===== config.mk =====
export PLATFORM = sky130hd
export DESIGN_NAME = lut_m_encode_flat
export DESIGN_NICKNAME = d
export VERILOG_FILES = /design/src/rtl/lut_m_encode_if.sv /design/src/rtl/lut_m_encode.sv /design/src/flat_wrapper.sv
export SDC_FILE = /design/constraint.sdc
export NUM_CORES = 1
export LEC_CHECK = 0
export ABC_CLOCK_PERIOD_IN_PS = 6400
export CORE_AREA = 2 2 206 208
export CTS_CLUSTER_DIAMETER = 120
export DETAILED_ROUTE_END_ITERATION = 6
export DIE_AREA = 0 0 208 210
export PLACE_DENSITY = 0.5
export SKIP_CTS_REPAIR_TIMING = 1
export SLEW_MARGIN = 5
export SYNTH_ARGS = -nofsm -noshare
export SYNTH_HDL_FRONTEND = slang
export SYNTH_SLANG_ARGS = --single-unit

===== constraint.sdc =====
create_clock -name CLK -period 6.4 [get_ports CLK]
set_clock_uncertainty 0.1 [all_clocks]
set_input_delay 1.28 -clock CLK [delete_from_list [all_inputs] [get_ports CLK]]
set_output_delay 1.28 -clock CLK [all_outputs]
set_load 0.01 [all_outputs]

===== src/rtl/lut_m_encode_if.sv =====
// Request/response and table-write bundle for lut_m_encode.
// The master drives writes and requests; the slave (encoder) returns responses.
interface lut_m_encode_if #(
    parameter int PW = 5,
    parameter int AW = 8
);
    logic          wr_en;
    logic [PW-1:0] wr_ptr;
    logic [AW-1:0] wr_adr;
    logic          req_valid;
    logic [AW-1:0] req_adr;
    logic          req_ready;
    logic          rsp_valid;
    logic          rsp_hit;
    logic [PW-1:0] rsp_ptr;

    modport master (
        output wr_en, wr_ptr, wr_adr, req_valid, req_adr,
        input  req_ready, rsp_valid, rsp_hit, rsp_ptr
    );

    modport slave (
        input  wr_en, wr_ptr, wr_adr, req_valid, req_adr,
        output req_ready, rsp_valid, rsp_hit, rsp_ptr
    );
endinterface


===== src/rtl/lut_m_encode.sv =====
// Address-to-pointer encoder: sequential search of a software-loaded address table.
// Define LUT_M_ENCODE_LASTHIT_EN to add a last-hit shortcut for repeated lookups.
//
// state | meaning
// ------+---------------------------------------------------------------
// IDLE  | ready for a request; req_ready high
// SCAN  | compare key against entry[idx], one entry per cycle
// DONE  | one-cycle response pulse on rsp_valid, then back to IDLE
module lut_m_encode #(
    parameter int DEPTH = 32,
    parameter int PW    = 5,
    parameter int AW    = 8
) (
    input  logic CLK,
    input  logic reset_n,
    lut_m_encode_if.slave bus
);
    typedef enum logic [1:0] {IDLE, SCAN, DONE} state_t;

    state_t         state;
    logic [AW-1:0]  entry [DEPTH];
    logic [DEPTH-1:0] valid;
    logic [AW-1:0]  key;
    logic [PW-1:0]  idx;
    logic           rsp_valid_q;
    logic           rsp_hit_q;
    logic [PW-1:0]  rsp_ptr_q;

    logic cur_match;
    logic last_idx;
    logic short_hit;

    assign cur_match = valid[idx] && (entry[idx] == key);
    assign last_idx  = (idx == PW'(DEPTH - 1));

    // Entry data needs no reset: the valid bits gate every compare.
    always_ff @(posedge CLK) begin
        if (bus.wr_en)
            entry[bus.wr_ptr] <= bus.wr_adr;
    end

    always_ff @(posedge CLK or negedge reset_n) begin
        if (!reset_n)
            valid <= '0;
        else if (bus.wr_en)
            valid[bus.wr_ptr] <= 1'b1;
    end

`ifdef LUT_M_ENCODE_LASTHIT_EN
    logic          lh_valid;
    logic [AW-1:0] lh_adr;
    logic [PW-1:0] lh_ptr;

    assign short_hit = lh_valid && (bus.req_adr == lh_adr);

    // A concurrent write can make a freshly found hit stale or no longer the lowest index.
    always_ff @(posedge CLK or negedge reset_n) begin
        if (!reset_n) begin
            lh_valid <= 1'b0;
            lh_adr   <= '0;
            lh_ptr   <= '0;
        end else if (state == SCAN && cur_match) begin
            lh_adr   <= key;
            lh_ptr   <= idx;
            lh_valid <= !(bus.wr_en && ((bus.wr_ptr == idx) ||
                          ((bus.wr_adr == key) && (bus.wr_ptr < idx))));
        end else if (bus.wr_en && ((bus.wr_ptr == lh_ptr) ||
                     ((bus.wr_adr == lh_adr) && (bus.wr_ptr < lh_ptr)))) begin
            lh_valid <= 1'b0;
        end
    end
`else
    assign short_hit = 1'b0;
`endif

    always_ff @(posedge CLK or negedge reset_n) begin
        if (!reset_n) begin
            state       <= IDLE;
            key         <= '0;
            idx         <= '0;
            rsp_valid_q <= 1'b0;
            rsp_hit_q   <= 1'b0;
            rsp_ptr_q   <= '0;
        end else begin
            rsp_valid_q <= 1'b0;
            case (state)
                IDLE: begin
                    if (bus.req_valid) begin
                        key <= bus.req_adr;
                        idx <= '0;
                        if (short_hit) begin
`ifdef LUT_M_ENCODE_LASTHIT_EN
                            rsp_ptr_q   <= lh_ptr;
`endif
                            rsp_hit_q   <= 1'b1;
                            rsp_valid_q <= 1'b1;
                            state       <= DONE;
                        end else begin
                            state <= SCAN;
                        end
                    end
                end
                SCAN: begin
                    if (cur_match) begin
                        rsp_hit_q   <= 1'b1;
                        rsp_ptr_q   <= idx;
                        rsp_valid_q <= 1'b1;
                        state       <= DONE;
                    end else if (last_idx) begin
                        rsp_hit_q   <= 1'b0;
                        rsp_ptr_q   <= '0;
                        rsp_valid_q <= 1'b1;
                        state       <= DONE;
                    end else begin
                        idx <= idx + 1'b1;
                    end
                end
                DONE:    state <= IDLE;
                default: state <= IDLE;
            endcase
        end
    end

    // Gating with reset_n keeps req_ready low for the whole reset window.
    assign bus.req_ready = reset_n && (state == IDLE);
    assign bus.rsp_valid = rsp_valid_q;
    assign bus.rsp_hit   = rsp_hit_q;
    assign bus.rsp_ptr   = rsp_ptr_q;
endmodule

===== src/flat_wrapper.sv =====
// flat-port wrapper written by rule: the top's interface ports become plain ports
module lut_m_encode_flat 
#(
    parameter int DEPTH = 32,
    parameter int PW    = 5,
    parameter int AW    = 8
)
  (CLK, reset_n, bus_wr_en, bus_wr_ptr, bus_wr_adr, bus_req_valid, bus_req_adr, bus_req_ready, bus_rsp_valid, bus_rsp_hit, bus_rsp_ptr);
  lut_m_encode_if #(.PW(PW), .AW(AW)) bus_i ();
  input  logic CLK;
  input  logic reset_n;
  input wire logic [$bits(bus_i.wr_en)-1:0] bus_wr_en;
  input wire logic [$bits(bus_i.wr_ptr)-1:0] bus_wr_ptr;
  input wire logic [$bits(bus_i.wr_adr)-1:0] bus_wr_adr;
  input wire logic [$bits(bus_i.req_valid)-1:0] bus_req_valid;
  input wire logic [$bits(bus_i.req_adr)-1:0] bus_req_adr;
  output wire logic [$bits(bus_i.req_ready)-1:0] bus_req_ready;
  output wire logic [$bits(bus_i.rsp_valid)-1:0] bus_rsp_valid;
  output wire logic [$bits(bus_i.rsp_hit)-1:0] bus_rsp_hit;
  output wire logic [$bits(bus_i.rsp_ptr)-1:0] bus_rsp_ptr;
  assign bus_i.wr_en = bus_wr_en;
  assign bus_i.wr_ptr = bus_wr_ptr;
  assign bus_i.wr_adr = bus_wr_adr;
  assign bus_i.req_valid = bus_req_valid;
  assign bus_i.req_adr = bus_req_adr;
  assign bus_req_ready = bus_i.req_ready;
  assign bus_rsp_valid = bus_i.rsp_valid;
  assign bus_rsp_hit = bus_i.rsp_hit;
  assign bus_rsp_ptr = bus_i.rsp_ptr;
  lut_m_encode #(.DEPTH(DEPTH), .PW(PW), .AW(AW)) u_core (.CLK(CLK), .reset_n(reset_n), .bus(bus_i));
endmodule

==> flow_metrics.py, run 1 <==
# Metrics from the implementation run
metrics = {
    "pwr": {
        "leakagePower_nw": 4.84,
        "switchingPower_mw": 1.82,
        "power_leader": "sequential cells",
        "ir_worst_vdd_mv": 0.189,
    },
    "timing": {
        "holdWs_ns": 0.363,
        "fmax_ghz": 0.241,
        "rsz0062_at_grt": "false",
        "fin_ws_ns": 2.25,
        "finalHoldViolCount": 0,
    },
    "clock_tree": {
        "cts_root_buf": "clkbuf_16",
        "cts_htree_levels": 2,
        "clk_path_buf_depth": 3,
    },
    "synth": {
        "synth_cell_types": 51,
        "ys_sh_xor": 0.00425,
        "async_reset_ff_frac": 0.174,
        "avgSynthCellArea_um2": 18.7,
        "synth_area_mm2": 0.0124,
        "top_logic_kind": "multiplexers",
        "synthCells": 661,
    },
    "hold_path": {
        "hold_path.class": "flip-flop to flip-flop",
    },
    "placement": {
        "place_congestion": 0.782,
        "placed_area_mm2": 0.0133,
    },
    "global_routing": {
        "track_usage": 0.142,
        "antenna_found_initial": 1,
        "grt_busiest_layer": "met2",
    },
    "final_layout": {
        "num-multi-input-gates": 319,
        "flop_area_mm2": 0.00904,
        "comb_area_frac": 0.217,
        "final.fill_count": 3918,
        "biggestCellCategory": "registers",
        "largest_register_ffs": 256,
    },
    "worst_setup_path": {
        "critPathCapture": "bus_req_ready",
        "worst-path-stages": 4,
        "critical_path.top_delay_family": "buffers and inverters",
        "critPathLaunch": "reset_n",
        "crit_arrival_ns": 2.77,
        "path_cells": "buf_2 > buf_4 > nor3b_1 > clkdlybuf4s50_1",
        "rr_startpoint": "u_core.idx[0]",
    },
    "die": {
        "fp.dieW_um": 208,
        "die_h_um": 210,
        "num_rows": 75,
    },
    "drt": {
        "drt_iter0_markers": 538,
        "post-route-drc-count": 0,
        "routedWlPerCell_um": 24.0,
        "wl_met2_um": 14300,
    },
    "outcome": {
        "status": "complete, no violations",
    },
    "flow_run": {
        "tool_warnings": 26,
    },
}
run_1/util_map.png
Drawn at 1.5 px/µm. 21 x 21 tiles, from dark purple (low) to yellow (high), 0 to 100% covered.
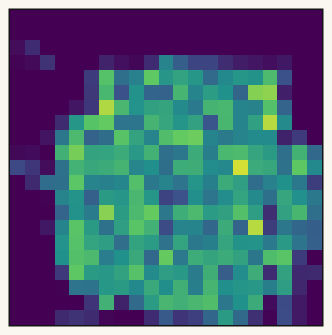
densest ninth of the die = center
mean over tiles = 32%
emptiest ninth of the die = north-west
core area: 0.0415 mm²
fin util: 0.349
initial core utilization: 0.298

run_1/port_trees.png
Drawn at 2 px/µm.
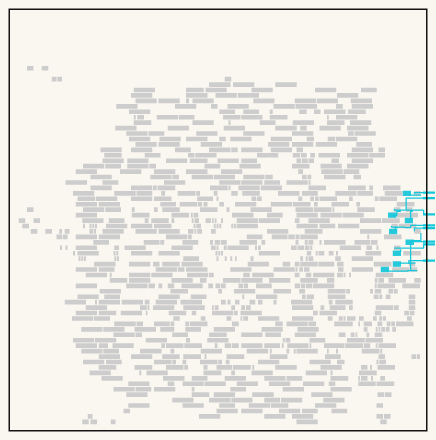
`bus_req_adr` -> cyan  # direction input, end cells 8, buffers 8, wire 165 µm
port buffer count: 32
Ports: 33

run_1/clock_nets.png
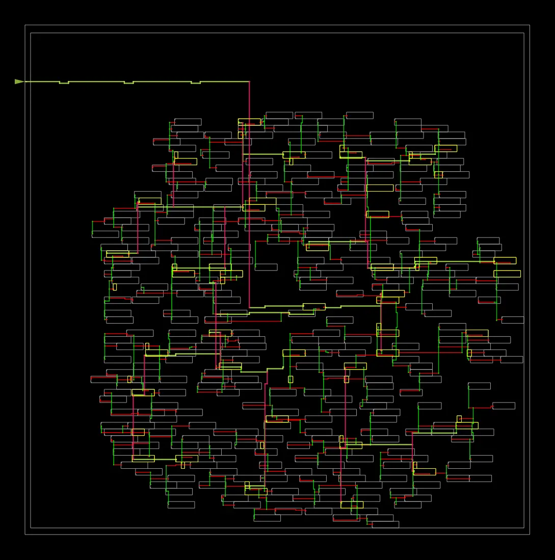
clock buffers: 44
Worst-Skew Late Latency: 0.50 ns
CTS sink count: 310
flip-flops: 310
P_clk: 1.98 mW

run_1/ff_map.png
Drawn at 2 px/µm. Other sequential cells in the stronger gray, the rest of the logic in the fainter gray.
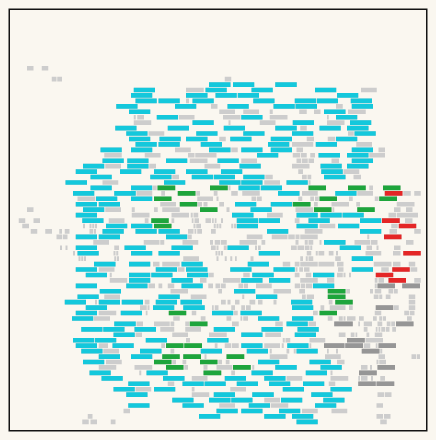

==> run 2, diff against run 1 <==
--- a/config.mk
+++ b/config.mk
@@ -5,7 +5,7 @@
 export SDC_FILE = /design/constraint.sdc
 export NUM_CORES = 1
 export LEC_CHECK = 0
-export ABC_CLOCK_PERIOD_IN_PS = 6400
+export ABC_CLOCK_PERIOD_IN_PS = 4100
 export CORE_AREA = 2 2 206 208
 export CTS_CLUSTER_DIAMETER = 120
 export DETAILED_ROUTE_END_ITERATION = 6
==> constraint.sdc (replaced) <==
create_clock -name CLK -period 4.1 [get_ports CLK]
set_clock_uncertainty 0.1 [all_clocks]
set_input_delay 0.82 -clock CLK [delete_from_list [all_inputs] [get_ports CLK]]
set_output_delay 0.82 -clock CLK [all_outputs]
set_load 0.01 [all_outputs]
run_2/ff_map.png
Drawn at 2 px/µm. Other sequential cells in the stronger gray, the rest of the logic in the fainter gray.
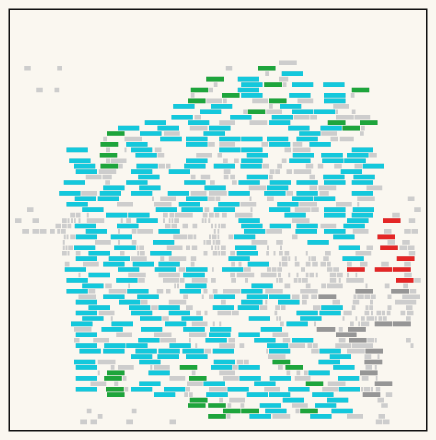
`u_core.entry` -> cyan  # placed flops 256
`u_core.key` -> red  # placed flops 8, where east
`u_core.valid` -> green  # placed flops 32
not colored = 14
Seq/total area: 0.609
Power Sequential: 3.88 mW
fin util: 0.358
Flop area: 0.00904 mm²

==> run 2 against run 1 <==
Sequential cell count is the same; die size unchanged; via count is 2.0% higher; worst hold slack worse by 0.0039 ns; area after synthesis is the same; utilization is 0.93 points higher; wire length increased by 0.47%; combinational power rose by 65%; non-clock buffer count rose by 38; clock-buffer cell count increased by 12; critical path type is now flip-flop to flip-flop.
==> flow_metrics.py, run 2 <==
# Metrics from the implementation run
metrics = {
    "pwr": {
        "switchingPower_mw": 2.87,
        "p_clk_mw": 3.22,
        "leakagePower_nw": 5.06,
        "ir_worst_vdd_mv": 0.301,
    },
    "final_layout": {
        "num-multi-input-gates": 319,
        "comb_area_frac": 0.211,
        "largest_register_ffs": 256,
    },
    "worst_setup_path": {
        "crit_arrival_ns": 3.95,
        "worst-path-stages": 10,
        "critPathLaunch": "u_core.idx[0]",
        "critical_path.top_delay_family": "AND-OR/OR-AND gates",
        "critPathCapture": "u_core.idx[3]",
        "path_cells": "buf_12 > mux4_2 > nand2_1 > nand2_1 > o211ai_1 > a21oi_1 > a2111oi_1 > nand3_2 > and4b_1 > a211o_1",
    },
    "clock_tree": {
        "clk_path_buf_depth": 3,
        "insertion_delay_ns": 0.52,
        "cts_htree_levels": 2,
    },
    "hold_path": {
        "hold_path.class": "flip-flop to flip-flop",
    },
    "global_routing": {
        "track_usage": 0.145,
        "grt_busiest_layer": "met2",
        "antenna_found_initial": 0,
    },
    "die": {
        "num_rows": 75,
        "core_mm2": 0.0415,
        "fp_util": 0.298,
        "die_h_um": 210,
        "io-pin-count": 33,
    },
    "synth": {
        "synthCells": 661,
        "ys_sh_xor": 0.00425,
        "async_reset_ff_frac": 0.174,
        "synth_cell_types": 51,
    },
    "outcome": {
        "status": "complete, no violations",
    },
    "timing": {
        "finalHoldViolCount": 0,
        "rsz0062_at_grt": "false",
        "holdWs_ns": 0.359,
    },
    "drt": {
        "post-route-drc-count": 0,
        "drt_iter0_markers": 596,
        "routedWlPerCell_um": 23.4,
    },
    "flow_run": {
        "tool_warnings": 26,
    },
    "placement": {
        "port_buffers": 32,
    },
}
Power figures rest on the tool's default switching activity, not on a simulated workload.
